--- src/rtl/dmem_access_unit_pkg.sv ---
// Shared CPU types for the data-memory stage: widths, FSM state encoding, error read value.
// Pure declarations, no logic, no latency, no backpressure.
package cpu_pkg;
    localparam int DATA_W = 16;
    localparam int ADDR_W = 12;
    localparam logic [DATA_W-1:0] RDATA_ON_ERR = 16'h0000;

    typedef enum logic [1:0] {
        IDLE = 2'd0,
        REQ  = 2'd1,
        DONE = 2'd2
    } dmem_state_t;
endpackage

--- src/rtl/dmem_access_unit_if.sv ---
// Data SRAM req/ack bus: master issues req/we/addr/wdata held until ack.
// The slave answers with a one-cycle ack that carries rdata, and may stall by withholding ack.
interface dmem_access_unit_if;
    logic                       bus_req;
    logic                       bus_we;
    logic [cpu_pkg::ADDR_W-1:0] bus_addr;
    logic [cpu_pkg::DATA_W-1:0] bus_wdata;
    logic                       bus_ack;
    logic [cpu_pkg::DATA_W-1:0] bus_rdata;

    modport master (output bus_req, bus_we, bus_addr, bus_wdata,
                    input  bus_ack, bus_rdata);
    modport slave  (input  bus_req, bus_we, bus_addr, bus_wdata,
                    output bus_ack, bus_rdata);
endinterface

--- src/rtl/dmem_access_unit_timeout_ctr.sv ---
// 8-bit REQ-cycle counter: expire is combinational and asserts in the LIMIT-th enabled cycle after clr.
// Counting starts the cycle after clr, and there is no backpressure.
module dmem_timeout_ctr #(
    parameter int LIMIT = 255
) (
    input  logic clk,
    input  logic reset,
    input  logic clr,
    input  logic en,
    output logic expire
);
    logic [7:0] cnt;

    always_ff @(posedge clk or negedge reset) begin
        if (!reset)      cnt <= '0;
        else if (clr)    cnt <= '0;
        else if (en)     cnt <= cnt + 8'd1;
    end

    // cnt holds the number of REQ cycles already spent, so the LIMIT-th cycle sees LIMIT-1
    assign expire = en && (cnt == 8'(LIMIT - 1));
endmodule

--- src/rtl/dmem_access_unit.sv ---
// M-stage data-memory controller: IDLE -> REQ (until ack/timeout) -> DONE, minimum 3 cycles per access.
// Holds stallM while the bus is busy; DMEM_WBUF_EN posts stores through a one-entry write buffer.
module dmem_access_unit
    import cpu_pkg::*;
#(
    parameter int TIMEOUT_CYC = 255
) (
    input  logic               clk,
    input  logic               reset,
    input  logic               MemWriteM,
    input  logic               MemToRegM,
    input  logic [DATA_W-1:0]  alu_resultM,
    input  logic [DATA_W-1:0]  WriteDataM,
    output logic [DATA_W-1:0]  MemReadDataM,
    output logic               stallM,
    output logic               mem_err,
    dmem_access_unit_if.master bus
);
`ifdef DMEM_WBUF_EN
    localparam bit WBUF = 1'b1;
`else
    localparam bit WBUF = 1'b0;
`endif

    dmem_state_t state;
    logic        access;
    logic        is_wr;
    logic        expire;
    logic        wbuf_busy;
    logic        stall_c;
    logic        unused_addr_hi;

    assign access         = MemWriteM | MemToRegM;
    assign is_wr          = MemWriteM;
    assign unused_addr_hi = ^alu_resultM[DATA_W-1:ADDR_W];

    generate
        if (TIMEOUT_CYC > 0) begin : g_tmo
            dmem_timeout_ctr #(.LIMIT(TIMEOUT_CYC)) u_tmo (
                .clk    (clk),
                .reset  (reset),
                .clr    ((state == IDLE) && access),
                .en     (state == REQ),
                .expire (expire)
            );
        end else begin : g_no_tmo
            assign expire = 1'b0;
        end
    endgenerate

    // A posted store lets the pipeline run; only a following access waits for the drain.
    always_comb begin
        stall_c = 1'b0;
        case (state)
            IDLE:    stall_c = access && !(WBUF && is_wr);
            REQ:     stall_c = wbuf_busy ? access : 1'b1;
            default: stall_c = 1'b0;
        endcase
    end

    assign stallM = reset && stall_c;

    always_ff @(posedge clk or negedge reset) begin
        if (!reset) begin
            state         <= IDLE;
            bus.bus_req   <= 1'b0;
            bus.bus_we    <= 1'b0;
            bus.bus_addr  <= '0;
            bus.bus_wdata <= '0;
            MemReadDataM  <= '0;
            mem_err       <= 1'b0;
            wbuf_busy     <= 1'b0;
        end else begin
            case (state)
                IDLE: begin
                    if (access) begin
                        bus.bus_req   <= 1'b1;
                        bus.bus_we    <= is_wr;
                        bus.bus_addr  <= alu_resultM[ADDR_W-1:0];
                        bus.bus_wdata <= WriteDataM;
                        wbuf_busy     <= WBUF && is_wr;
                        state         <= REQ;
                    end
                end
                REQ: begin
                    if (bus.bus_ack || expire) begin
                        bus.bus_req <= 1'b0;
                        if (bus.bus_ack) begin
                            if (!bus.bus_we) MemReadDataM <= bus.bus_rdata;
                        end else begin
                            mem_err      <= 1'b1;
                            MemReadDataM <= RDATA_ON_ERR;
                        end
                        wbuf_busy <= 1'b0;
                        state     <= wbuf_busy ? IDLE : DONE;
                    end
                end
                default: state <= IDLE;
            endcase
        end
    end
endmodule

--- src/flat_wrapper.sv ---
// flat-port wrapper written by rule: the top's interface ports become plain ports
module dmem_access_unit_flat import cpu_pkg::*;
#(
    parameter int TIMEOUT_CYC = 255
)
  (clk, reset, MemWriteM, MemToRegM, alu_resultM, WriteDataM, MemReadDataM, stallM, mem_err, bus_bus_req, bus_bus_we, bus_bus_addr, bus_bus_wdata, bus_bus_ack, bus_bus_rdata);
  dmem_access_unit_if bus_i ();
  input  logic clk;
  input  logic reset;
  input  logic MemWriteM;
  input  logic MemToRegM;
  input  logic [DATA_W-1:0] alu_resultM;
  input  logic [DATA_W-1:0] WriteDataM;
  output logic [DATA_W-1:0] MemReadDataM;
  output logic stallM;
  output logic mem_err;
  output wire logic [$bits(bus_i.bus_req)-1:0] bus_bus_req;
  output wire logic [$bits(bus_i.bus_we)-1:0] bus_bus_we;
  output wire logic [$bits(bus_i.bus_addr)-1:0] bus_bus_addr;
  output wire logic [$bits(bus_i.bus_wdata)-1:0] bus_bus_wdata;
  input wire logic [$bits(bus_i.bus_ack)-1:0] bus_bus_ack;
  input wire logic [$bits(bus_i.bus_rdata)-1:0] bus_bus_rdata;
  assign bus_bus_req = bus_i.bus_req;
  assign bus_bus_we = bus_i.bus_we;
  assign bus_bus_addr = bus_i.bus_addr;
  assign bus_bus_wdata = bus_i.bus_wdata;
  assign bus_i.bus_ack = bus_bus_ack;
  assign bus_i.bus_rdata = bus_bus_rdata;
  dmem_access_unit #(.TIMEOUT_CYC(TIMEOUT_CYC)) u_core (.clk(clk), .reset(reset), .MemWriteM(MemWriteM), .MemToRegM(MemToRegM), .alu_resultM(alu_resultM), .WriteDataM(WriteDataM), .MemReadDataM(MemReadDataM), .stallM(stallM), .mem_err(mem_err), .bus(bus_i));
endmodule
--- config.mk ---
export PLATFORM = sky130hd
export DESIGN_NAME = dmem_access_unit_flat
export DESIGN_NICKNAME = d
export VERILOG_FILES = /design/src/rtl/dmem_access_unit_pkg.sv /design/src/rtl/dmem_access_unit_if.sv /design/src/rtl/dmem_access_unit_timeout_ctr.sv /design/src/rtl/dmem_access_unit.sv /design/src/flat_wrapper.sv
export SDC_FILE = /design/constraint.sdc
export NUM_CORES = 1
export LEC_CHECK = 0
export CAP_MARGIN = 20
export CORE_MARGIN = 2
export CORE_UTILIZATION = 45
export CTS_CLUSTER_SIZE = 10
export DETAILED_ROUTE_END_ITERATION = 6
export MAX_ROUTING_LAYER = met4
export PLACE_DENSITY = 0.83
export SYNTH_ARGS = -nofsm -noshare
export SYNTH_HDL_FRONTEND = slang
export SYNTH_SLANG_ARGS = --single-unit
--- constraint.sdc ---
create_clock -name clk -period 2.6 [get_ports clk]
set_clock_uncertainty 0.1 [all_clocks]
set_input_delay 0.39 -clock clk [delete_from_list [all_inputs] [get_ports clk]]
set_output_delay 0.39 -clock clk [all_outputs]
set_load 0.01 [all_outputs]
==> run_1/layers.png <==
Drawn at 6 px/µm.
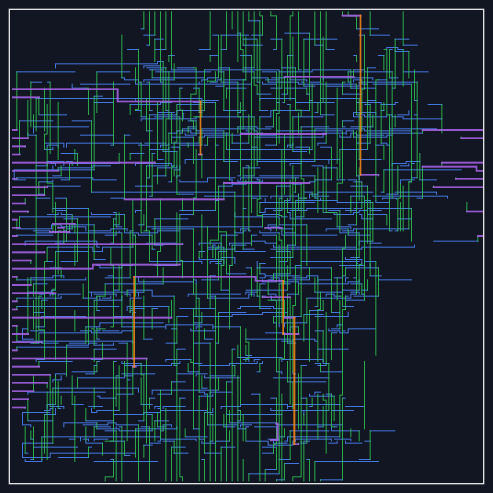
legend:
  orange:
    layer: M4
    wire_length: 80.2 µm
  green:
    layer: M2
    wire_length: 3,040 µm
  blue:
    layer: M1
    wire_length: 2,790 µm
  purple:
    layer: M3
    wire_length: 412 µm

==> run_1/clock_wires.png <==
Drawn at 4 px/µm.
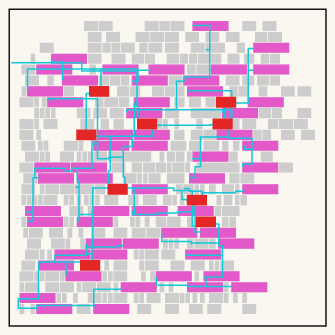
legend:
  cyan:
    item: clock wires
    length: 728 µm
  red:
    item: clock-net drivers
    count: 9
  magenta:
    item: flip-flops
    count: 57
flops lie: all over the die
clk pwr: 946 µW
worst skew pair latency: 0.32 ns
clock power share: 21.2%

==> flow_metrics.tcl, run 1 <==
# place-and-route summary
set metrics [dict create \
    outcome "completed" \
    fp.dieH_um 78.8 \
    cts_buffers 9 \
    ys_cells 253 \
    clock_path_buffers 2 \
    synthArstFlopShare_pct 100 \
    antenna_found_initial 0 \
    critPathRequiredTime_ns 2.11 \
    crit_path_start_kind "flip-flop" \
    die_w_um 78.8 \
    avgSynthCellArea_um2 9.96 \
    period_minus_slack_ns 2.41 \
    ant_nets 0 \
    placed_cell_area_um2 3530 \
    grt_max_degree 58 \
    ctsHoldBuffers 0 \
    final_cell_area_um2 3760 \
    placement.io_buffers 96 \
    cp-end-kind "output pin" \
    routed_wl_um 6320 \
    cts_resized 0 \
    fin_setup_tns_ns 0 \
    synth_cell_types 36 \
    grt_use_total_pct 21.9 \
    hp-class "input pin to async pin" \
    avgViaCountPerCell 5.10 \
    edf_count 0 \
    grt-ovfl-total 0 \
    drv_cap 0 \
    syn2layout_area_growth_pct 49.2 \
    tightest_slew_ns 0.866 \
    top_cell_area_share_pct 56.6 \
    clk_pin_slew_ns 0.06 \
    clock-sinks 57 \
    powerDensity_nw_per_um2 1190 \
    fin_crit_sh_pct 92.7 \
    first_global_vias 2244 \
]
==> run_1/gates.png <==
Drawn at 4 px/µm.
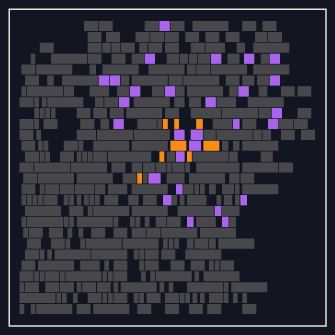
legend:
  purple:
    family: aoi and oai cells
    cells: 28
  orange:
    family: nor cells
    cells: 8
    where: centre

## run 1: power breakdown
part	internal [mW]	switching, mW
Clock	0.589	0.357
Combinational	1.04	0.918
Sequential	1.28	0.271
Total	2.91	1.55
## run 1: flip-flops by register name, indices dropped and copies added, names as in the netlist
register / flops
u_core.MemReadDataM: 16
u_core.bus.bus_wdata: 16
u_core.bus.bus_addr: 12
u_core.g_tmo.u_tmo.cnt: 8
u_core.state: 2
u_core.bus.bus_req: 1
u_core.bus.bus_we: 1
u_core.mem_err: 1
## run 1: per-stage QoR
stage          setup slack [ns]  power [mW]  cells
6_report                  0.189        4.45    429
5_1_grt                   0.117        4.73    429
4_1_cts                   0.183        4.48    429
3_5_place_dp              0.290        3.52    413
3_3_place_gp              0.295        3.45    413
2_1_floorplan              1.02        2.52    253
## run 1: placed cells by master, fill, tap and decap left out, types with 2 or more instances in the layout
| cell | Yosys | final |
|---|---|---|
| a211o_1 | 12 | 12 |
| a211o_2 | 4 | 4 |
| a21boi_0 | 16 | 16 |
| and3_1 | 16 | 16 |
| buf_4 | 1 | 6 |
| bufinv_16 | 0 | 2 |
| clkbuf_8 | 0 | 11 |
| clkdlybuf4s50_1 | 0 | 95 |
| clkinv_2 | 0 | 2 |
| dfrtp_1 | 57 | 57 |
| ha_1 | 2 | 2 |
| nand2_1 | 93 | 93 |
| nand3_1 | 5 | 5 |
| nand4_1 | 2 | 2 |
| nor2_1 | 5 | 5 |
| nor2_4 | 2 | 2 |
| o21ai_0 | 6 | 6 |
## run 1: per-layer routing
| metal | vias up | global-route usage (%) | wire (µm) | share of wire, % |
|---|---|---|---|---|
| met1 | 1047 | 27.3 | 2790 | 44 |
| li1 | 1056 | - | - | - |
| met2 | 75 | 34.9 | 3040 | 48 |
| met5 | - | - | 0 | 0 |
| met4 | 0 | 7.93 | 80 | 1.3 |
| met3 | 10 | 5.68 | 412 | 6.5 |
## run 1: path summary, 6_finish.rpt
| kind | to | slack, ns | cells after the start |
|---|---|---|---|
| max reg2reg | u_core.MemReadDataM[6] | 0.68 | 5 |
| max in group asynchronous | u_core.bus.bus_wdata[12] | 1.79 | 2 |
| min reg2reg | u_core.bus.bus_addr[5] | 0.38 | 2 |
| min in group clk | u_core.bus.bus_addr[5] | 0.38 | 2 |
| min | u_core.bus.bus_wdata[15] | 0.15 | 2 |
| max | stallM | 0.19 | 5 |
## run 1: kinds of logic (layout without fill, tap and decap cells)
family / Yosys count / count (layout) / synth area share, %
fa+ha+maj: 2 / 2 / 0.993
simple gates: 130 / 130 / 23.7
flops: 57 / 57 / 56.6
xor+xnor: 1 / 1 / 0.348
compound gates: 48 / 48 / 14.8
buf+inv: 15 / 119 / 3.53
## run 1: critical path: stages, from the launching register on
cell	delay (ns)
dfrtp_1	0.39
nor2_1	0.25
o21ai_2	0.11
nand2_1	0.11
and3b_1	0.19
clkdlybuf4s50_1	0.54
## run 1: layout make-up
cell class	count	area [µm²]	share of cell area [%]
Tap cell	72	90.1	2.40
Multi-Input combinational cell	181	1010	26.8
Inverter	1	3.75	0.0999
Clock inverter	5	77.6	2.06
Clock buffer	11	151	4.03
Timing Repair Buffer	102	1000	26.6
Sequential cell	57	1430	38.0
==> run_1/floorplan.png <==
Drawn at 4 px/µm. Pins as bars on the die edge.
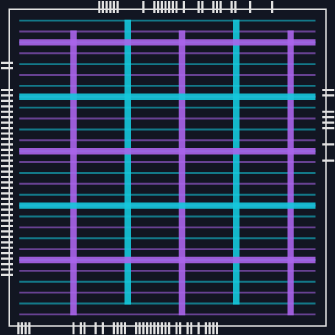

==> run 1 -> run 2 <==
--- a/config.mk
+++ b/config.mk
@@ -7,11 +7,11 @@
 export LEC_CHECK = 0
 export CAP_MARGIN = 20
 export CORE_MARGIN = 2
-export CORE_UTILIZATION = 45
+export CORE_UTILIZATION = 46
 export CTS_CLUSTER_SIZE = 10
 export DETAILED_ROUTE_END_ITERATION = 6
 export MAX_ROUTING_LAYER = met4
-export PLACE_DENSITY = 0.83
+export PLACE_DENSITY = 0.84
 export SYNTH_ARGS = -nofsm -noshare
 export SYNTH_HDL_FRONTEND = slang
 export SYNTH_SLANG_ARGS = --single-unit
==> run_2/floorplan.png <==
Drawn at 4 px/µm. Pins as bars on the die edge.
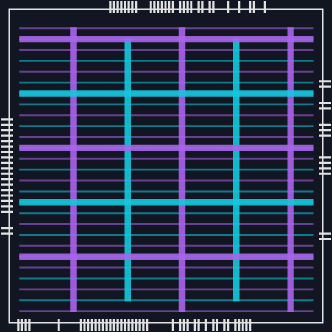
legend:
  purple:
    net: VSS
  cyan:
    net: VDD
met4 straps: 5
rows: 26
met1 rails: 27
signal pins: 101
met5 straps: 5

==> run_2/clock_nets.png <==
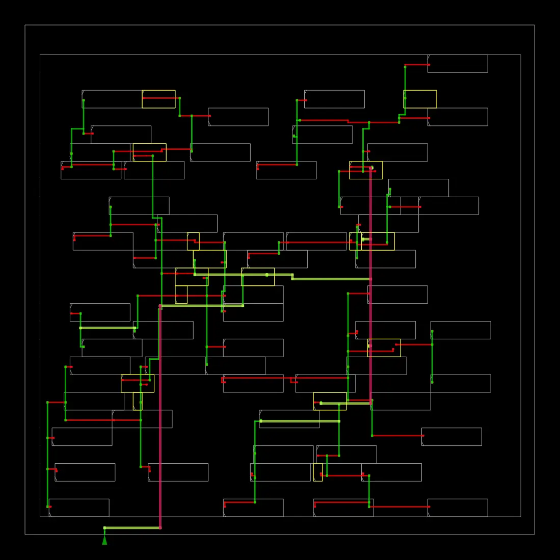
clk pwr: 717 µW
Flops: 57
CLK BUF: 13
CTS sink cnt: 57
total CTS buffers: 9

==> run 2 against run 1 <==
Clock power fell by 24%; sequential power barely moved; utilization rose by 2.0 points; flip-flop count did not move; register-to-register slack improved by 0.12 ns; routed wire length fell by 3.5%; cell count fell by 0.47%; count of clock-buffer cells in the layout rose by 2; synthesized cell count did not move.
==> flow_metrics.tcl, run 2 <==
# place-and-route summary
set metrics [dict create \
    top_usage_layer "met2" \
    placement.io_buffers 96 \
    antenna_found_initial 0 \
    fp.dieH_um 78.0 \
    powerDensity_nw_per_um2 1140 \
    critPathRequiredTime_ns 2.11 \
    edf_count 0 \
    tightest_slew_ns 0.720 \
    slowest_stage "clkdlybuf4s50_1" \
    placed_cell_area_um2 3530 \
    grt_use_total_pct 22.5 \
    cts_resized 0 \
    cp.buffers_inverters 1 \
    clk_pin_slew_ns 0.07 \
    mostFrequentLayoutCells "clkdlybuf4s50_1, nand2_1, dfrtp_1, a21boi_0, and3_1" \
    outcome "completed" \
    lay_top_count "clkdlybuf4s50_1" \
    synth_cell_types 36 \
    ant_nets 0 \
    grt-ovfl-total 0 \
    top_cell_area_share_pct 56.6 \
    comb_area_um2 1010 \
    gr-usage-met3_pct 3.84 \
    ys_cells 253 \
    crit_family "simple AND/OR/NAND/NOR gates" \
    clock_path_buffers 2 \
    routed_wl_um 6100 \
    avgSynthCellArea_um2 9.96 \
    synthArstFlopShare_pct 100 \
    insertion_delay_ns 0.32 \
    cp_slowest_stage_delay_ns 0.53 \
    hp-class "input pin to async pin" \
    path_cells "nor2_1 > o21ai_2 > nand2_1 > and3b_1 > clkdlybuf4s50_1" \
    grt_max_degree 58 \
    cp-end-kind "output pin" \
    met2_usage_pct 36.0 \
]
==> run 2: final timing paths <==
path | to | slack [ns] | depth (start not counted)
worst max-delay path | stallM | 0.25 | 5
worst min-delay path | u_core.g_tmo.u_tmo.cnt[0] | 0.15 | 2
worst max register to register | u_core.bus.bus_addr[8] | 0.80 | 5
worst min register to register | u_core.bus.bus_wdata[1] | 0.37 | 2
max in group asynchronous | u_core.MemReadDataM[15] | 1.76 | 2
min in group clk | u_core.bus.bus_wdata[1] | 0.37 | 2
==> run 2: logic make-up after synthesis <==
group	after synthesis	synth area share, %
buffers and inverters	15	3.53
AOI/OAI and AO/OA	48	14.8
DFF	57	56.6
adders and majority gates	2	0.993
and+or+nand+nor	130	23.7
xor gates and xnor gates	1	0.348
==> run 2: worst reg2reg max path: stages (launching register included) <==
cell,delay (ns)
dfrtp_1,0.39
nor2_1,0.25
o21a_1,0.53
buf_4,0.33
nand2_1,0.08
nand2_1,0.06
==> run 2: report_power, final <==
group / switching (mW) / internal [mW]
clock: 0.324 / 0.393
sequential: 0.260 / 1.28
combinational: 0.911 / 1.04
total: 1.50 / 2.72
==> run 2: cell type report <==
cell class | count | area share [%]
clock buffer | 13 | 4.29
clock inverter | 3 | 0.406
inverter | 1 | 0.101
multi-input combinational | 181 | 27.2
sequential | 57 | 38.6
tap | 70 | 2.37
timing repair buffer | 102 | 27.1
==> run 2: stage by stage <==
step / setup slack [ns] / hold WS [ns] / std cells
after floorplan: 1.02 / -0.00559 / 253
after global placement: 0.321 / 0.347 / 411
after detailed placement: 0.308 / 0.350 / 411
after CTS: 0.226 / 0.165 / 427
after global routing: 0.108 / 0.225 / 427
final: 0.248 / 0.152 / 427
==> run 2: metal layers <==
metal / part of all wire [%] / up-vias
li1: - / 1063
met1: 42 / 1063
met2: 53 / 59
met3: 4.1 / 7
met4: 1.1 / 0
met5: 0 / -
==> run 2 -> run 3 <==
--- a/config.mk
+++ b/config.mk
@@ -12,6 +12,7 @@
 export DETAILED_ROUTE_END_ITERATION = 6
 export MAX_ROUTING_LAYER = met4
 export PLACE_DENSITY = 0.84
+export SLEW_MARGIN = 20
 export SYNTH_ARGS = -nofsm -noshare
 export SYNTH_HDL_FRONTEND = slang
 export SYNTH_SLANG_ARGS = --single-unit
==> run_3/clock_wires.png <==
Drawn at 4 px/µm.
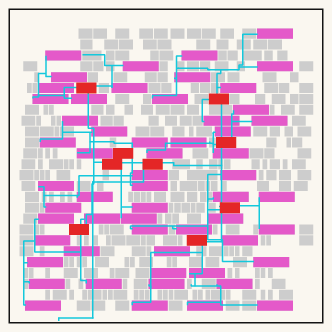
legend:
  red:
    item: clock-net drivers
    count: 9
  magenta:
    item: flip-flops
    count: 57
  cyan:
    item: clock wires
    length: 685 µm
routed clock nets: 10

==> run 3 against run 2 <==
Area after synthesis unchanged; worst hold slack unchanged; setup slack unchanged; critical path type unchanged; largest power group unchanged; highest routed layer unchanged.
==> flow_metrics.tcl, run 3 <==
# place-and-route summary
set metrics [dict create \
    ys_cells 253 \
    powerDensity_nw_per_um2 1140 \
    hp-class "input pin to async pin" \
    top_cell_area_share_pct 56.6 \
    tightest_slew_ns 0.720 \
    fp.dieH_um 78.0 \
    avgSynthCellArea_um2 9.96 \
    grt_use_total_pct 22.5 \
    p_seq_share_pct 36.6 \
    pwr-share-clk_pct 17.0 \
    r2r-end "u_core.bus.bus_addr[8]" \
    outcome "completed" \
    p_int_mw 2.72 \
    p_sw_mw 1.50 \
    routed_wl_um 6100 \
    clock-sinks 57 \
    p_sw_share_pct 35.5 \
    clk_pin_slew_ns 0.07 \
    synth_cell_types 36 \
    critPathRequiredTime_ns 2.11 \
    grt_max_degree 58 \
]
==> run_3/clock_nets.png <==
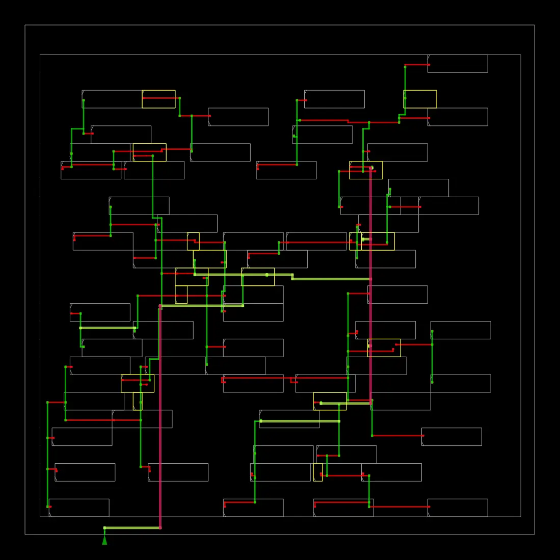

-- run 3: cell families (layout without fill, tap and decap cells) --
kind of cell | after synthesis | in the layout | share of synthesized area, %
xor gates and xnor gates | 1 | 1 | 0.348
DFF | 57 | 57 | 56.6
AOI/OAI and AO/OA | 48 | 48 | 14.8
and+or+nand+nor | 130 | 130 | 23.7
buffers and inverters | 15 | 119 | 3.53
adders and majority gates | 2 | 2 | 0.993
-- run 3: power groups by stage --
stage	sequential, mW	clock, mW	combinational (mW)
global placement	1.53	0	1.92
detailed placement	1.54	0	1.97
CTS	1.54	0.740	1.98
global route	1.59	0.770	2.15
finish	1.54	0.717	1.95
floorplan	1.69	0	0.834
-- run 3: final cells by class --
type	instances	area, µm²	share of cell area, %
clock buffers	13	159	4.29
well taps	70	87.6	2.37
inverters	1	3.75	0.101
repair buffers	102	1000	27.1
flip-flops and latches	57	1430	38.6
multi-input cells	181	1010	27.2
clock inverters	3	15.0	0.406
-- run 3: worst max-delay path by stage --
stage | slack, ns | end | from
final | 0.25 | stallM | u_core.state[0]
after global routing | 0.11 | stallM | u_core.state[0]
after CTS | 0.23 | stallM | u_core.state[0]
after detailed placement | 0.31 | stallM | MemToRegM
after global placement | 0.32 | stallM | MemToRegM
after floorplan | 1.02 | u_core.MemReadDataM[10] | u_core.g_tmo.u_tmo.cnt[0]
-- run 3: per-stage QoR --
step                std cells  hold slack, ns  worst slack (ns)  utilization, %
floorplan                 253        -0.00559              1.02               -
global placement          411           0.347             0.321            67.7
detailed placement        411           0.350             0.308            67.7
CTS                       427           0.165             0.226            71.1
global route              427           0.225             0.108            71.1
finish                    427           0.152             0.248            71.1
-- run 3: worst max-delay path, stage by stage (launching register included) --
cell and delay (ns):
dfrtp_1 0.39, nor2_1 0.25, o21ai_2 0.10, nand2_1 0.11, and3b_1 0.17, clkdlybuf4s50_1 0.53
-- run 3: routing by layer --
metal | track usage [%] | share of wire (%) | up-vias
met1 | 28.9 | 42 | 1063
met3 | 3.84 | 4.1 | 7
met5 | - | 0 | -
met4 | 8.77 | 1.1 | 0
met2 | 36.0 | 53 | 59
li1 | - | - | 1063
Power is estimated from default activity; no workload was simulated.
